===== config.mk =====
export PLATFORM = sky130hd
export DESIGN_NAME = rat_io_responder_flat
export DESIGN_NICKNAME = d
export VERILOG_FILES = /design/src/rtl/rat_io_responder_pkg.sv /design/src/rtl/rat_io_responder_if.sv /design/src/rtl/rat_io_responder_btn_debounce.sv /design/src/rtl/rat_io_responder.sv /design/src/flat_wrapper.sv
export SDC_FILE = /design/constraint.sdc
export NUM_CORES = 1
export LEC_CHECK = 0
export CORE_UTILIZATION = 48
export DETAILED_ROUTE_END_ITERATION = 16
export GPL_TIMING_DRIVEN = 0
export PLACE_DENSITY = 0.83
export SYNTH_ARGS = -nofsm -noshare
export SYNTH_HDL_FRONTEND = slang
export SYNTH_SLANG_ARGS = --single-unit

===== constraint.sdc =====
create_clock -name clk -period 2.5 [get_ports clk]
set_input_delay 0.5 -clock clk [delete_from_list [all_inputs] [get_ports clk]]
set_output_delay 0.5 -clock clk [all_outputs]
set_load 0.01 [all_outputs]

===== src/rtl/rat_io_responder_pkg.sv =====
// Shared definitions for the MCU port-bus peripheral: port addresses, interrupt FSM
// states and the STATUS word layout.
package rat_io_pkg;

    localparam logic [7:0] PORT_LEDS     = 8'h40;
    localparam logic [7:0] PORT_SSEG     = 8'h81;
    localparam logic [7:0] PORT_INT_ACK  = 8'h22;
    localparam logic [7:0] PORT_SWITCHES = 8'h20;
    localparam logic [7:0] PORT_STATUS   = 8'h21;

    typedef enum logic {
        INT_IDLE,
        INT_PEND
    } int_state_t;

    function automatic logic [7:0] status_word(input logic irq, input logic missed,
                                               input logic level);
        return {5'b0, level, missed, irq};
    endfunction

endpackage


===== src/rtl/rat_io_responder_if.sv =====
// MCU port bus: the core drives address/data/strobe and reads back in_port combinationally.
interface rat_io_bus_if;

    logic [7:0] port_id;
    logic [7:0] out_port;
    logic       io_strb;
    logic [7:0] in_port;

    modport master (
        output port_id,
        output out_port,
        output io_strb,
        input  in_port
    );

    modport slave (
        input  port_id,
        input  out_port,
        input  io_strb,
        output in_port
    );

endinterface


===== src/rtl/rat_io_responder_btn_debounce.sv =====
// Button conditioning: 2-FF synchronizer, stability counter and one-cycle rise pulse
// issued on the same edge the debounced level goes high.
module btn_debounce #(
    parameter int DB_CYCLES = 8
) (
    input  logic clk,
    input  logic reset_n,
    input  logic raw,
    output logic level,
    output logic rise
);

    localparam int                CNT_W   = $clog2(DB_CYCLES + 1);
    localparam logic [CNT_W-1:0]  CNT_MAX = CNT_W'(DB_CYCLES);

    logic             sync_p0;
    logic             sync_p1;
    logic [CNT_W-1:0] cnt;
    logic [CNT_W-1:0] cnt_next;

    assign cnt_next = cnt + CNT_W'(1);

    always_ff @(posedge clk or negedge reset_n) begin
        if (!reset_n) begin
            sync_p0 <= 1'b0;
            sync_p1 <= 1'b0;
            cnt     <= '0;
            level   <= 1'b0;
            rise    <= 1'b0;
        end else begin
            sync_p0 <= raw;
            sync_p1 <= sync_p0;
            // stage boundary: synchronized level vs. accepted level
            rise    <= 1'b0;
            if (sync_p1 == level) begin
                cnt <= '0;
            end else if (cnt_next == CNT_MAX) begin
                level <= sync_p1;
                rise  <= sync_p1;
                cnt   <= '0;
            end else begin
                cnt <= cnt_next;
            end
        end
    end

endmodule


===== src/rtl/rat_io_responder.sv =====
// MCU port-bus endpoint: output registers, combinational read mux, and the
// button-driven interrupt request held until firmware acknowledges it.
module rat_io_responder
    import rat_io_pkg::*;
#(
    parameter int DB_CYCLES = 8
) (
    input  logic          clk,
    input  logic          reset_n,
    rat_io_bus_if.slave   bus,
    input  logic [7:0]    switches,
    input  logic          btn_raw,
    output logic [7:0]    leds,
    output logic [7:0]    sseg_val,
    output logic          interrupt
);

    logic [7:0] sw_p0;
    logic [7:0] sw_p1;
    logic       btn_level;
    logic       btn_rise;
    logic       missed;
    logic       ack;
    int_state_t state;

    assign ack = bus.io_strb && (bus.port_id == PORT_INT_ACK);

    btn_debounce #(
        .DB_CYCLES (DB_CYCLES)
    ) u_btn (
        .clk     (clk),
        .reset_n (reset_n),
        .raw     (btn_raw),
        .level   (btn_level),
        .rise    (btn_rise)
    );

    always_ff @(posedge clk or negedge reset_n) begin
        if (!reset_n) begin
            leds     <= 8'h00;
            sseg_val <= 8'h00;
            sw_p0    <= 8'h00;
            sw_p1    <= 8'h00;
        end else begin
            sw_p0 <= switches;
            sw_p1 <= sw_p0;
            if (bus.io_strb && bus.port_id == PORT_LEDS) leds     <= bus.out_port;
            if (bus.io_strb && bus.port_id == PORT_SSEG) sseg_val <= bus.out_port;
        end
    end

    // An ACK always returns to IDLE; an event landing on the same edge is only recorded as missed.
    always_ff @(posedge clk or negedge reset_n) begin
        if (!reset_n) begin
            state     <= INT_IDLE;
            interrupt <= 1'b0;
            missed    <= 1'b0;
        end else begin
            case (state)
                INT_IDLE: begin
                    if (ack) missed <= 1'b0;
                    if (btn_rise) begin
                        state     <= INT_PEND;
                        interrupt <= 1'b1;
                    end
                end
                INT_PEND: begin
                    if (ack) begin
                        state     <= INT_IDLE;
                        interrupt <= 1'b0;
                        missed    <= btn_rise;
                    end else if (btn_rise) begin
                        missed <= 1'b1;
                    end
                end
                default: begin
                    state     <= INT_IDLE;
                    interrupt <= 1'b0;
                end
            endcase
        end
    end

    always_comb begin
        bus.in_port = 8'h00;
        case (bus.port_id)
            PORT_SWITCHES: bus.in_port = sw_p1;
            PORT_STATUS:   bus.in_port = status_word(interrupt, missed, btn_level);
            default:       bus.in_port = 8'h00;
        endcase
    end

endmodule


===== src/flat_wrapper.sv =====
// flat-port wrapper written by rule: the top's interface ports become plain ports
module rat_io_responder_flat import rat_io_pkg::*;
#(
    parameter int DB_CYCLES = 8
)
  (clk, reset_n, switches, btn_raw, leds, sseg_val, interrupt, bus_port_id, bus_out_port, bus_io_strb, bus_in_port);
  rat_io_bus_if bus_i ();
  input  logic clk;
  input  logic reset_n;
  input  logic [7:0] switches;
  input  logic btn_raw;
  output logic [7:0] leds;
  output logic [7:0] sseg_val;
  output logic interrupt;
  input wire logic [$bits(bus_i.port_id)-1:0] bus_port_id;
  input wire logic [$bits(bus_i.out_port)-1:0] bus_out_port;
  input wire logic [$bits(bus_i.io_strb)-1:0] bus_io_strb;
  output wire logic [$bits(bus_i.in_port)-1:0] bus_in_port;
  assign bus_i.port_id = bus_port_id;
  assign bus_i.out_port = bus_out_port;
  assign bus_i.io_strb = bus_io_strb;
  assign bus_in_port = bus_i.in_port;
  rat_io_responder #(.DB_CYCLES(DB_CYCLES)) u_core (.clk(clk), .reset_n(reset_n), .bus(bus_i), .switches(switches), .btn_raw(btn_raw), .leds(leds), .sseg_val(sseg_val), .interrupt(interrupt));
endmodule

==> results.toml, run 1 <==
# yosys + openroad results
[run_status]
status = "finished clean"

[pwr]
switching_power_mw = 0.281
p_leak_nw = 1.08
power_frac_comb = 0.107
swShare = 0.224
pwr-share-seq = 0.594
p_comb_mw = 0.134
clock_power_share = 0.300

[synthesis]
synth_area_sq_um = 1600
synth_warnings = 0
ys_area_sq_um = 1600
ys_seq_frac = 0.675
ff_type = "dfrtp_1"
ys_cells = 104

[die]
rows = 20
die_h_um = 59.7
fp_util = 0.514
core_area_sq_um = 3100
dieArea_sq_um = 3560
die_x_um = 59.7

[timing]
finalHoldViolCount = 0
max_freq_mhz = 408
period_used_share = 0.981
hold_slack_ns = 0.273
setup_slack_ns = 0.0470
worst_pin_slew_ns = 0.929

[clock_network]
cts_resized = 12
clk_pin_slew_ns = 0.12
clk_path_buf_depth = 2
cts_tree = "done"
insertion_delay_ns = 0.35

[placed_design]
hpwl_um = 2380
place_area_sq_um = 2160
port_buffers = 51

[run]
warnings = 26

[setup_path]
arrival_ns = 1.95
crit_start = "bus_port_id[2]"
path_max_fanout = 3

[routing]
drt_iter0_markers = 22
firstDrtPassIters = 2
drt-total-wl_um = 3290
wire_per_inst_um = 15.6

[final_layout]
utilization = 0.732
syn_to_final_growth_pct = 42.4

[global_route]
grt_pass1_wl_um = 5400

[worst_hold_path]
hold_class = "in2async"
run 1: logic make-up after synthesis:
kind of cell               count (synthesis)  synth area share
AOI/OAI and AO/OA                          7            0.0322
xor gates and xnor gates                   2            0.0110
buffers and inverters                      1           0.00235
adders and majority gates                  1           0.00784
DFF                                       43             0.675
muxes                                     20             0.139
and+or+nand+nor                           30             0.133
run 1: metal layers:
layer	wire [um]	track usage	vias to the layer above
met5	0	0	-
met4	48	0.0698	0
met3	242	0.0844	6
met2	1670	0.360	37
met1	1330	0.251	521
li1	-	-	493
run 1: state kept, by name, indices dropped and copies added (netlist names):
name / count
u_core.leds: 8
u_core.sseg_val: 8
u_core.sw_p0: 8
u_core.sw_p1: 8
u_core.u_btn.cnt: 4
u_core.interrupt: 1
u_core.missed: 1
u_core.state: 1
u_core.u_btn.level: 1
u_core.u_btn.rise: 1
u_core.u_btn.sync_p0: 1
u_core.u_btn.sync_p1: 1
run 1: area by class of cell:
cell class                      instances  area [sq um]  area share
Timing Repair Buffer                   55           531       0.234
Clock buffer                            8          68.8      0.0303
Tap cell                               44          55.1      0.0242
Sequential cell                        43          1080       0.474
Multi-Input combinational cell         60           537       0.236
Buffer                                  1          3.75     0.00165
run 1: worst paths after layout:
check | depth (start not counted) | end
worst max register to register | 4 | u_core.u_btn.level$_DFFE_PN0P_
max in group asynchronous | 1 | u_core.leds[6]$_DFFE_PN0P_
min in group clk | 0 | u_core.sw_p1[2]$_DFF_PN0_
worst min register to register | 0 | u_core.sw_p1[2]$_DFF_PN0_
worst min-delay path | 1 | u_core.sw_p1[1]$_DFF_PN0_
worst max-delay path | 5 | bus_in_port[0]
run 1: worst max-delay path, stage by stage:
cell and delay, ns:
clkdlybuf4s50_1 0.43, nor3_2 0.22, nand3b_1 0.14, nor2_1 0.12, clkdlybuf4s50_1 0.54
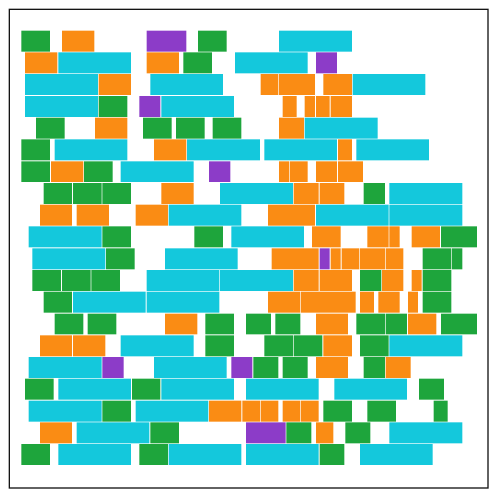
(run_1/class_map.png)
Drawn at 8 px/um.
- purple: clock drivers and dummy loads (cells 8; share of their area 3.1%)
- orange: remaining logic cells (cells 60; share of their area 24%)
- cyan: registers (cells 43; share of their area 49%)
- green: remaining buffers and delay cells (cells 56; share of their area 24%)

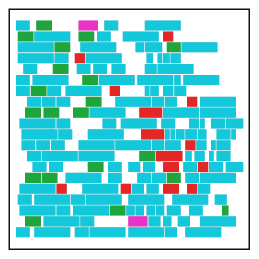
(run_1/sizing.png)
Drawn at 4 px/um.
- green: x2 (cells 20)
- cyan: x1 and smaller (cells 131)
- red: x3 and x4 (cells 14)
- magenta: x6 and larger (cells 2)

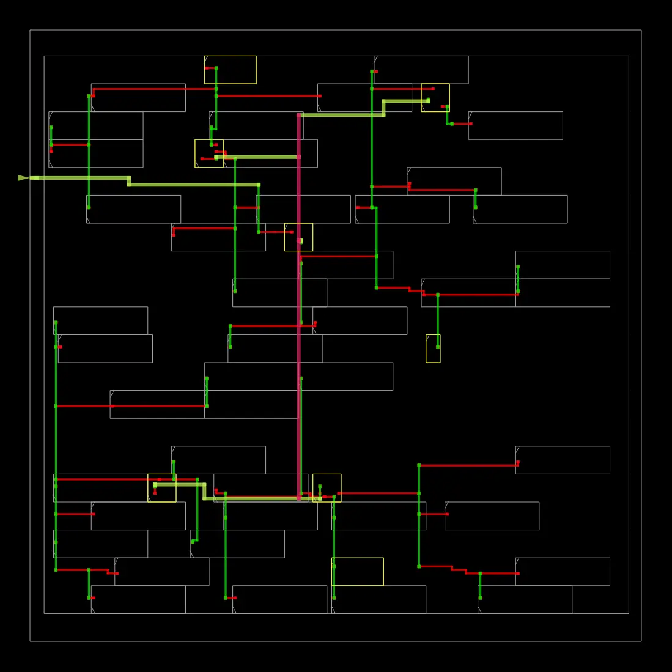
(run_1/clock_nets.png)
CTS Buf Count: 5
Flops: 43

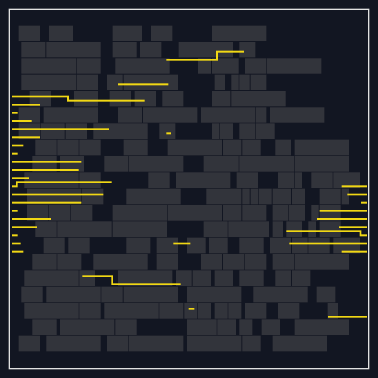
(run_1/m3.png)
Drawn at 6 px/um.
- wire length on this layer: 242 um
- main direction: horizontal
- share of all routed wire: 7.4%
- longest straight run: 15.9 um

==> run 2: changes to the inputs <==
- SETUP_SLACK_MARGIN: unset -> 0.1
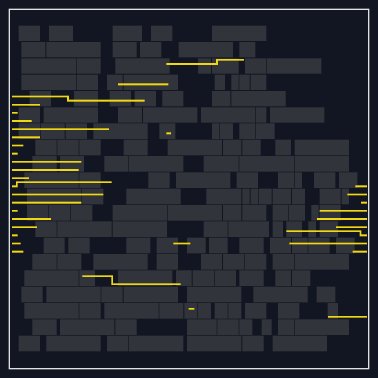
(run_2/m3.png)
Drawn at 6 px/um.
- longest straight run: 15.9 um
- share of all routed wire: 7.1%
- wire length on this layer: 238 um
via total after detailed routing: 1075
drt total wl: 3330 um
met3 Use GR: 0.0844

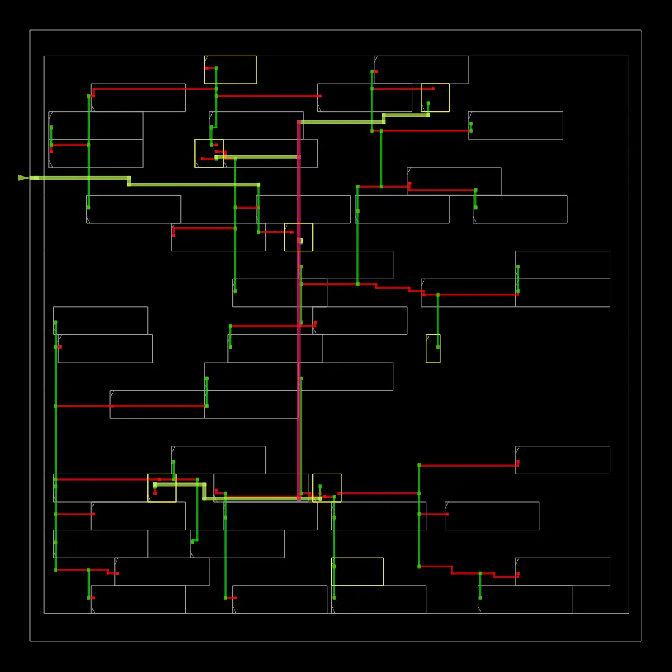
(run_2/clock_nets.png)
Clock Latency Late Sink: 0.35 ns
clock sink total: 43
Clk. pwr: 0.377 mW

==> results.toml, run 2 <==
# yosys + openroad results
[final_layout]
comb_area_sq_um = 537
flop_area_sq_um = 1080

[setup_path]
path_delay_family = "buffers and inverters"
path_max_fanout = 5
arrival_ns = 1.88
crit_buf_inv = 3
cp_slowest_cell = "clkdlybuf4s50_1"
cpPeakStageDelay_ns = 0.44

[pwr]
power_frac_comb = 0.107
p_leak_nw = 1.04
swShare = 0.225
p_comb_mw = 0.135
switching_power_mw = 0.283

[clock_network]
clk_path_buf_depth = 2

[synthesis]
synth_warnings = 0
ys_seq_frac = 0.675
ys_cells = 104
synth_area_sq_um = 1600
ff_type = "dfrtp_1"
ys_area_sq_um = 1600

[worst_hold_path]
hold_class = "in2async"

[timing]
max_freq_mhz = 421
period_used_share = 0.950
finalHoldViolCount = 0
setup_slack_ns = 0.124

[run_status]
status = "finished clean"

[die]
dieArea_sq_um = 3560

[routing]
wire_per_inst_um = 15.7
drt_iter0_markers = 21

[global_route]
grt_pass1_wl_um = 5400
[run 2: path summary, 6_finish.rpt]
kind                                               start                             end  cells past startpoint
min                                              reset_n       u_core.sw_p1[1]$_DFF_PN0_                      1
max in group asynchronous                        reset_n  u_core.u_btn.sync_p1$_DFF_PN0_                      1
max                                       bus_port_id[4]                  bus_in_port[5]                      6
min in group clk               u_core.sw_p0[2]$_DFF_PN0_       u_core.sw_p1[2]$_DFF_PN0_                      0
min reg2reg                    u_core.sw_p0[2]$_DFF_PN0_       u_core.sw_p1[2]$_DFF_PN0_                      0
max reg2reg                u_core.u_btn.cnt[0]$_DFF_PN0_  u_core.u_btn.level$_DFFE_PN0P_                      4
[run 2: timing repair]
action / CTS / global route
pin swaps: 2 / 1
gates resized: 15 / 6
buffers inserted: 4 / 1
hold buffers: 0 / 0
endpoints found under the setup margin: 8 / 5
cloned: 0 / 0
[run 2: kinds of logic after synthesis]
family,Yosys count,share of synthesized area
flip-flops,43,0.675
AND/OR/NAND/NOR,30,0.133
multiplexers,20,0.139
AND-OR/OR-AND,7,0.0322
XOR/XNOR,2,0.0110
buffers and inverters,1,0.00235
adder cells (fa/ha/maj),1,0.00784
[run 2: cell type report]
cell class | instances | share of cell area
sequential | 43 | 0.474
multi-input combinational | 60 | 0.236
timing repair buffer | 56 | 0.234
clock buffer | 8 | 0.0303
tap | 44 | 0.0242
buffer | 1 | 0.00165
[run 2: metal layers]
| layer | part of all wire | GRT usage | vias to the layer above |
|---|---|---|---|
| met5 | 0 | 0 | - |
| met4 | 0.014 | 0.0698 | 0 |
| met3 | 0.071 | 0.0844 | 6 |
| met2 | 0.51 | 0.360 | 37 |
| met1 | 0.40 | 0.251 | 536 |
| li1 | - | - | 496 |
Power is estimated from default activity; no workload was simulated.
